### Routed metal, one color a layer

Bar = 20 µm. Two of the layers only.
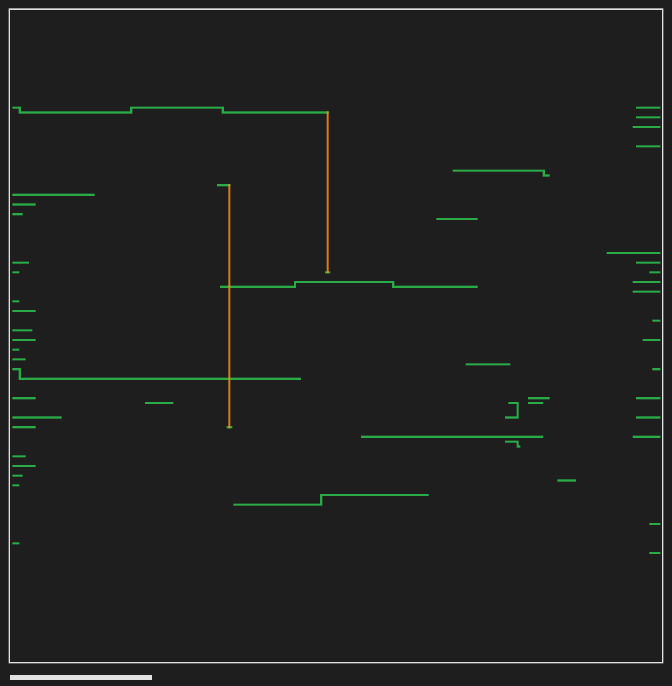
### Congestion heat map

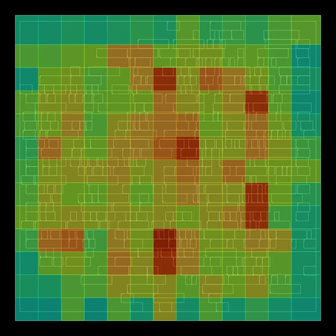
### Met1 routing

Bar = 20 µm. Cells faint in the background.
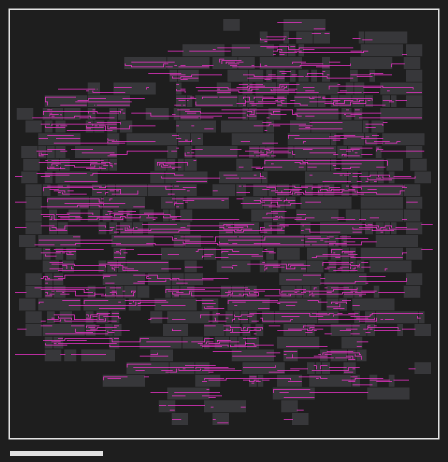
### Wiring heat map

The die is cut into 18 by 18 equal tiles; white is low, dark blue is high, scaled to the fullest tile. Values are wire area over tile area, all layers added.
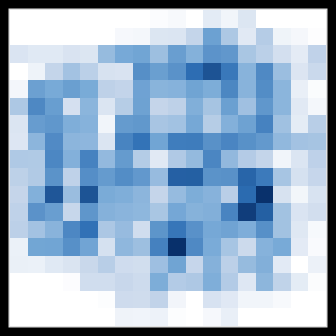
$ cat src/rtl/producto_a_bcd.sv
// producto_a_bcd: iterative double-dabble converter from the multiplier product to packed BCD digits
module producto_a_bcd #(
    parameter int ANCHO   = 8,
    parameter int DIGITOS = 6
) (
    input  logic                   clk,
    input  logic                   rst,
    input  logic                   Start,
    input  logic [2*ANCHO:0]       Producto,
    output logic [4*DIGITOS-1:0]   BCD,
    output logic                   Listo,
    output logic                   Ocupado
);
    localparam int N  = 2*ANCHO+1;
    localparam int CW = $clog2(2*ANCHO+2);
    localparam int AW = 4*DIGITOS;

    typedef enum logic [1:0] {IDLE, CONVIERTE, FIN} estado_t;

    estado_t         estado_q, estado_d;
    logic [N-1:0]    bin_q, bin_d;
    logic [AW-1:0]   acc_q, acc_d, acc_adj;
    logic [CW-1:0]   cnt_q, cnt_d;
    logic [AW-1:0]   bcd_q, bcd_d;
    logic            listo_q, listo_d;
    logic            ocupado_q, ocupado_d;

    // add-3 correction applied independently to every digit of the accumulator
    always_comb begin
        acc_adj = acc_q;
        for (int i = 0; i < DIGITOS; i++)
            acc_adj[4*i +: 4] = acc_q[4*i +: 4] >= 4'd5 ? acc_q[4*i +: 4] + 4'd3 : acc_q[4*i +: 4];
    end

    // next-state, datapath and registered-output decode
    always_comb begin
        estado_d = estado_q;
        bin_d    = bin_q;
        acc_d    = acc_q;
        cnt_d    = cnt_q;
        bcd_d    = bcd_q;
        case (estado_q)
            IDLE: begin
                if (Start) begin
                    bin_d    = Producto;
                    acc_d    = '0;
                    cnt_d    = CW'(N);
                    estado_d = CONVIERTE;
                end
            end
            CONVIERTE: begin
                {acc_d, bin_d} = {acc_adj[AW-2:0], bin_q, 1'b0};
                cnt_d          = cnt_q - CW'(1);
                if (cnt_q == CW'(1)) begin
                    bcd_d    = acc_d;
                    estado_d = FIN;
                end
            end
            FIN:     estado_d = IDLE;
            default: estado_d = IDLE;
        endcase
        listo_d   = estado_d == FIN;
        ocupado_d = estado_d != IDLE;
    end

    // state and output registers, cleared asynchronously
    always_ff @(posedge clk or posedge rst) begin
        if (rst) begin
            estado_q  <= IDLE;
            bin_q     <= '0;
            acc_q     <= '0;
            cnt_q     <= '0;
            bcd_q     <= '0;
            listo_q   <= 1'b0;
            ocupado_q <= 1'b0;
        end else begin
            estado_q  <= estado_d;
            bin_q     <= bin_d;
            acc_q     <= acc_d;
            cnt_q     <= cnt_d;
            bcd_q     <= bcd_d;
            listo_q   <= listo_d;
            ocupado_q <= ocupado_d;
        end
    end

    assign BCD     = bcd_q;
    assign Listo   = listo_q;
    assign Ocupado = ocupado_q;
endmodule
$ cat config.mk
export PLATFORM = sky130hd
export DESIGN_NAME = producto_a_bcd
export DESIGN_NICKNAME = d
export VERILOG_FILES = /design/src/rtl/producto_a_bcd.sv
export SDC_FILE = /design/constraint.sdc
export NUM_CORES = 1
export LEC_CHECK = 0
export CAP_MARGIN = 20
export CORE_UTILIZATION = 45
export CTS_CLUSTER_SIZE = 16
export DETAILED_ROUTE_END_ITERATION = 7
export PLACE_DENSITY = 0.7
export SLEW_MARGIN = 5
export SYNTH_ARGS = -nofsm -noshare
export SYNTH_HDL_FRONTEND = slang
export SYNTH_SLANG_ARGS = --single-unit
$ cat constraint.sdc
create_clock -name clk -period 2.8 [get_ports clk]
set_clock_uncertainty 0.2 [all_clocks]
set_input_delay 0.84 -clock clk [delete_from_list [all_inputs] [get_ports clk]]
set_output_delay 0.84 -clock clk [all_outputs]
set_load 0.01 [all_outputs]
==> impl_metrics.csv <==
group,metric,value,unit
outcome,status,"finished, final reports clean",
cells_and_area,nFlopsAndLatches,74,
final_timing,finalMaxSlewViolations,0,
worst_setup_path,cp_slowest_cell,"clkdlybuf4s50_1",
worst_setup_path,crit_fanout,2,
power,p_comb,2.21,mW
global_routing,grt_pass1_vias,2671,
cells_and_area,drive_gt1_share,10.00,%
die,rows,32,
cells_and_area,final_nets,429,
placement,postPlaceCellArea,4190,µm²
synthesis,logic_family,"AND-OR/OR-AND gates",
synthesis,ys_cells,346,
synthesis,yosys.area.top_type_share,51.28,%
synthesis,synth.distinct_cells,35,
placement,dp_hpwl,4.970,mm
cells_and_area,antenna_cells,0,
final_timing,slew_headroom,65.81,%
clock_network,cts_resized,0,
worst_setup_path,startpoint_type,"flop",
power,p_per_area,1151,nW/µm²
cells_and_area,buffers,55,
die,die_w,91.58,µm
final_timing,rsz0062_at_grt,"no",
power,maxPowerGroup,"combinational logic",
cells_and_area,final-nonclk-buf-share,12.39,%
synthesis,aoi_share,19.06,%
final_timing,setup_violations,0,
cells_and_area,syn2layout_area_growth,23.01,%
cells_and_area,nClkBuffers,10,
worst_hold_path,worstHoldEndpoint,"BCD[6]",
cells_and_area,flop_area,1852,µm²
global_routing,gr-total-overflow,0,
clock_network,ctsHtreeMaxLevel,3,
cells_and_area,comb_share,35.66,%
final_timing,holdWs,0.2833,ns
worst_setup_path,rr_worst_depth,6,
power,p_clk,1.03,mW
power,p_seq,1.87,mW
cells_and_area,comb_cells,237,
synthesis,fp_nets,380,
synthesis,flop_cell,"dfrtp_1",
die,coreArea,7727,µm²
worst_setup_path,slowest_delay,0.58,ns
worst_setup_path,cp.required,1.76,ns
final_timing,hold_violations,0,
final_timing,period_used_share,83.05,%
worst_setup_path,worst-path-buf-inv,1,
worst_setup_path,crit_end,"BCD[14]",
worst_setup_path,crit_family,"buffers and inverters",
power,seq_power_share,36.5,%
synthesis,ys_seq_share,51.28,%
worst_setup_path,crit_arrival,1.29,ns
worst_setup_path,crit_chain,"clkdlybuf4s50_1",
synthesis,synth_adder_area_share,4.851,%
worst_hold_path,hp-class,"flop to flop",
routing,vias_per_cell,5.426,
die,die_y,91.58,µm
power,p_leak,1.935,nW
clock_network,cts.sinks,74,
clock_network,hold_buffers,0,
clock_network,clkTransAtPathRegs,0.08,ns
synthesis,ys_chip_area,3611,µm²
clock_network,numCtsBuffers,9,
synthesis,simple_gate_area_share,13.96,%
synthesis,netlist_top_cells_count,"dfrtp_1, a21oi_1, o21ai_0, nand2_1, o21ai_1",
routing,initialDrtViolationCount,104,
final_timing,timing.fmax,430.0,MHz
final_timing,tns,0,ns
synthesis,yosysWarnings,0,
die,pin_count,46,
worst_hold_path,whs_path_depth,2,
job,maxCapViolations,0,
synthesis,xor_share,1.698,%
power,total_power,5.111,mW
clock_network,post-cts-setup-buffer-count,0,
cells_and_area,fill_cells,677,
synthesis,edf_count,0,
synthesis,ys_async_sr_fraction,100.0,%
global_routing,grt_max_degree,36,
worst_setup_path,path_depth,1,
global_routing,grtUsageMet2,29.89,%
clock_network,cts_root_buf,"clkbuf_8",
synthesis,avgSynthCellArea,10.44,µm²
placement,gp_congestion,0.7695,
synthesis,area_leaders,"dfrtp_1, ha_1, a21oi_1, o21ai_0, a22oi_1",
global_routing,grtUsageMet3,4.690,%
synthesis,synth_flops,74,
synthesis,synth_area,3611,µm²
job,warning_count,33,
clock_network,cts_tree,"done",
synthesis,largest_area_cell,"dfrtp_1",
synthesis,muxShareOfSynthArea,4.297,%
cells_and_area,design_area,4442,µm²
placement,io_buffers,45,
worst_setup_path,r2r_end,"BCD[18]",
cells_and_area,comb_area,1584,µm²
worst_setup_path,r2r-start,"acc_q[16]",
power,comb_power_share,43.3,%
routing,final_antenna_net_count,0,
worst_setup_path,r2r_setup_slack,0.91,ns
synthesis,netlist_instances,346,
clock_network,cts_max_path_buffers,2,
cells_and_area,seq_share,41.69,%
final_timing,worst_pin_slew,0.5129,ns
die,taps,102,
power,peakVddDrop,0.0003436,V
power,p_switching,1.884,mW
power,clkPwrFrac,20.2,%
worst_setup_path,path_class,"flop to primary output",
die,initial_core_util,46.73,%
global_routing,antenna_found_initial,0,
routing,drc,0,
cells_and_area,largest_class,"registers",
clock_network,clk_latency,0.35,ns
worst_setup_path,crit_path_end_kind,"primary output",
global_routing,grt_pass1_wl,12.78,mm
power,sw_frac_of_total,36.86,%
cells_and_area,n_all_inverters,18,
worst_setup_path,crit_start,"BCD[14]",
die,dieArea,8387,µm²
power,power.internal,3.227,mW
final_timing,fin_crit,2.325,ns
cells_and_area,clk_share,5.662,%
worst_hold_path,hp-start,"BCD[6]",
synthesis,synth.most_common_cell,"dfrtp_1",
routing,dr.pass1.iters,4,
About 'Routed metal, one color a layer':
orange -> M4  # wire length 56.4 µm
green -> M3  # wire length 321 µm
Total GRT Usage: 19.47%
Routed Wire Length: 7.385 mm
WL per Instance: 14.71 µm
vias: 2724

About 'Congestion heat map':
GR peak layer: met2
GR met1 Demand/Resource: 26.92%

About 'Met1 routing':
share of all routed wire = 48%
wire length on this layer = 3560 µm

About 'Wiring heat map':
mean over tiles = 0.14
fullest tile = 0.42
tiles over half the peak = 26%
densest ninth of the die = center
nearly empty tiles = 15%

-- registers in the layout, indices dropped and copies added (netlist names) --
register  cells
acc_q        24
Ocupado       1
bin_q        17
cnt_q         5
Listo         1
BCD          24
estado_q      2
-- worst reg2reg max path: stages (launching register included) --
cell and delay (ns):
dfrtp_1 0.41, inv_1 0.13, ha_1 0.25, nand2b_1 0.10
a21oi_1 0.28, mux2i_1 0.14, mux2_4 0.27
-- metrics by stage --
| stage | cells | util (%) | setup WS [ns] |
|---|---|---|---|
| global placement | 486 | 54.23 | 0.3463 |
| global route | 502 | 57.48 | 0.4164 |
| CTS | 502 | 57.48 | 0.4616 |
| detailed placement | 486 | 54.23 | 0.2763 |
| floorplan | 346 | - | 0.9039 |
| finish | 502 | 57.48 | 0.4746 |
-- cell families after synthesis --
logic type	Yosys count
xor+xnor	7
fa+ha+maj	14
buf+inv	35
mux	12
flops	74
simple gates	86
compound gates	118
-- layout by cell type (no fill, tap or decap), types with 6 or more instances in the layout --
cell type	synthesis	routed
nand3_1	6	6
a21oi_1	33	33
a22o_1	7	7
nor3b_1	11	11
o21ai_0	30	30
nor3_1	6	6
nor2b_1	16	16
mux2_4	7	7
o21ai_1	18	18
o22ai_1	12	12
nand2b_1	8	8
nand2_1	28	28
clkbuf_8	0	10
inv_1	16	15
ha_1	14	14
buf_4	3	8
dfrtp_1	74	74
a22oi_1	15	15
xnor2_1	7	7
clkdlybuf4s50_1	0	45
-- per-layer routing --
| layer | routed length, µm | vias up | part of all wire (%) |
|---|---|---|---|
| li1 | - | 1331 | - |
| met1 | 3561 | 1323 | 48 |
| met2 | 3446 | 65 | 47 |
| met3 | 321 | 5 | 4.3 |
| met4 | 56 | 0 | 0.76 |
| met5 | 0 | - | 0 |
Power and IR drop assume default switching activity.
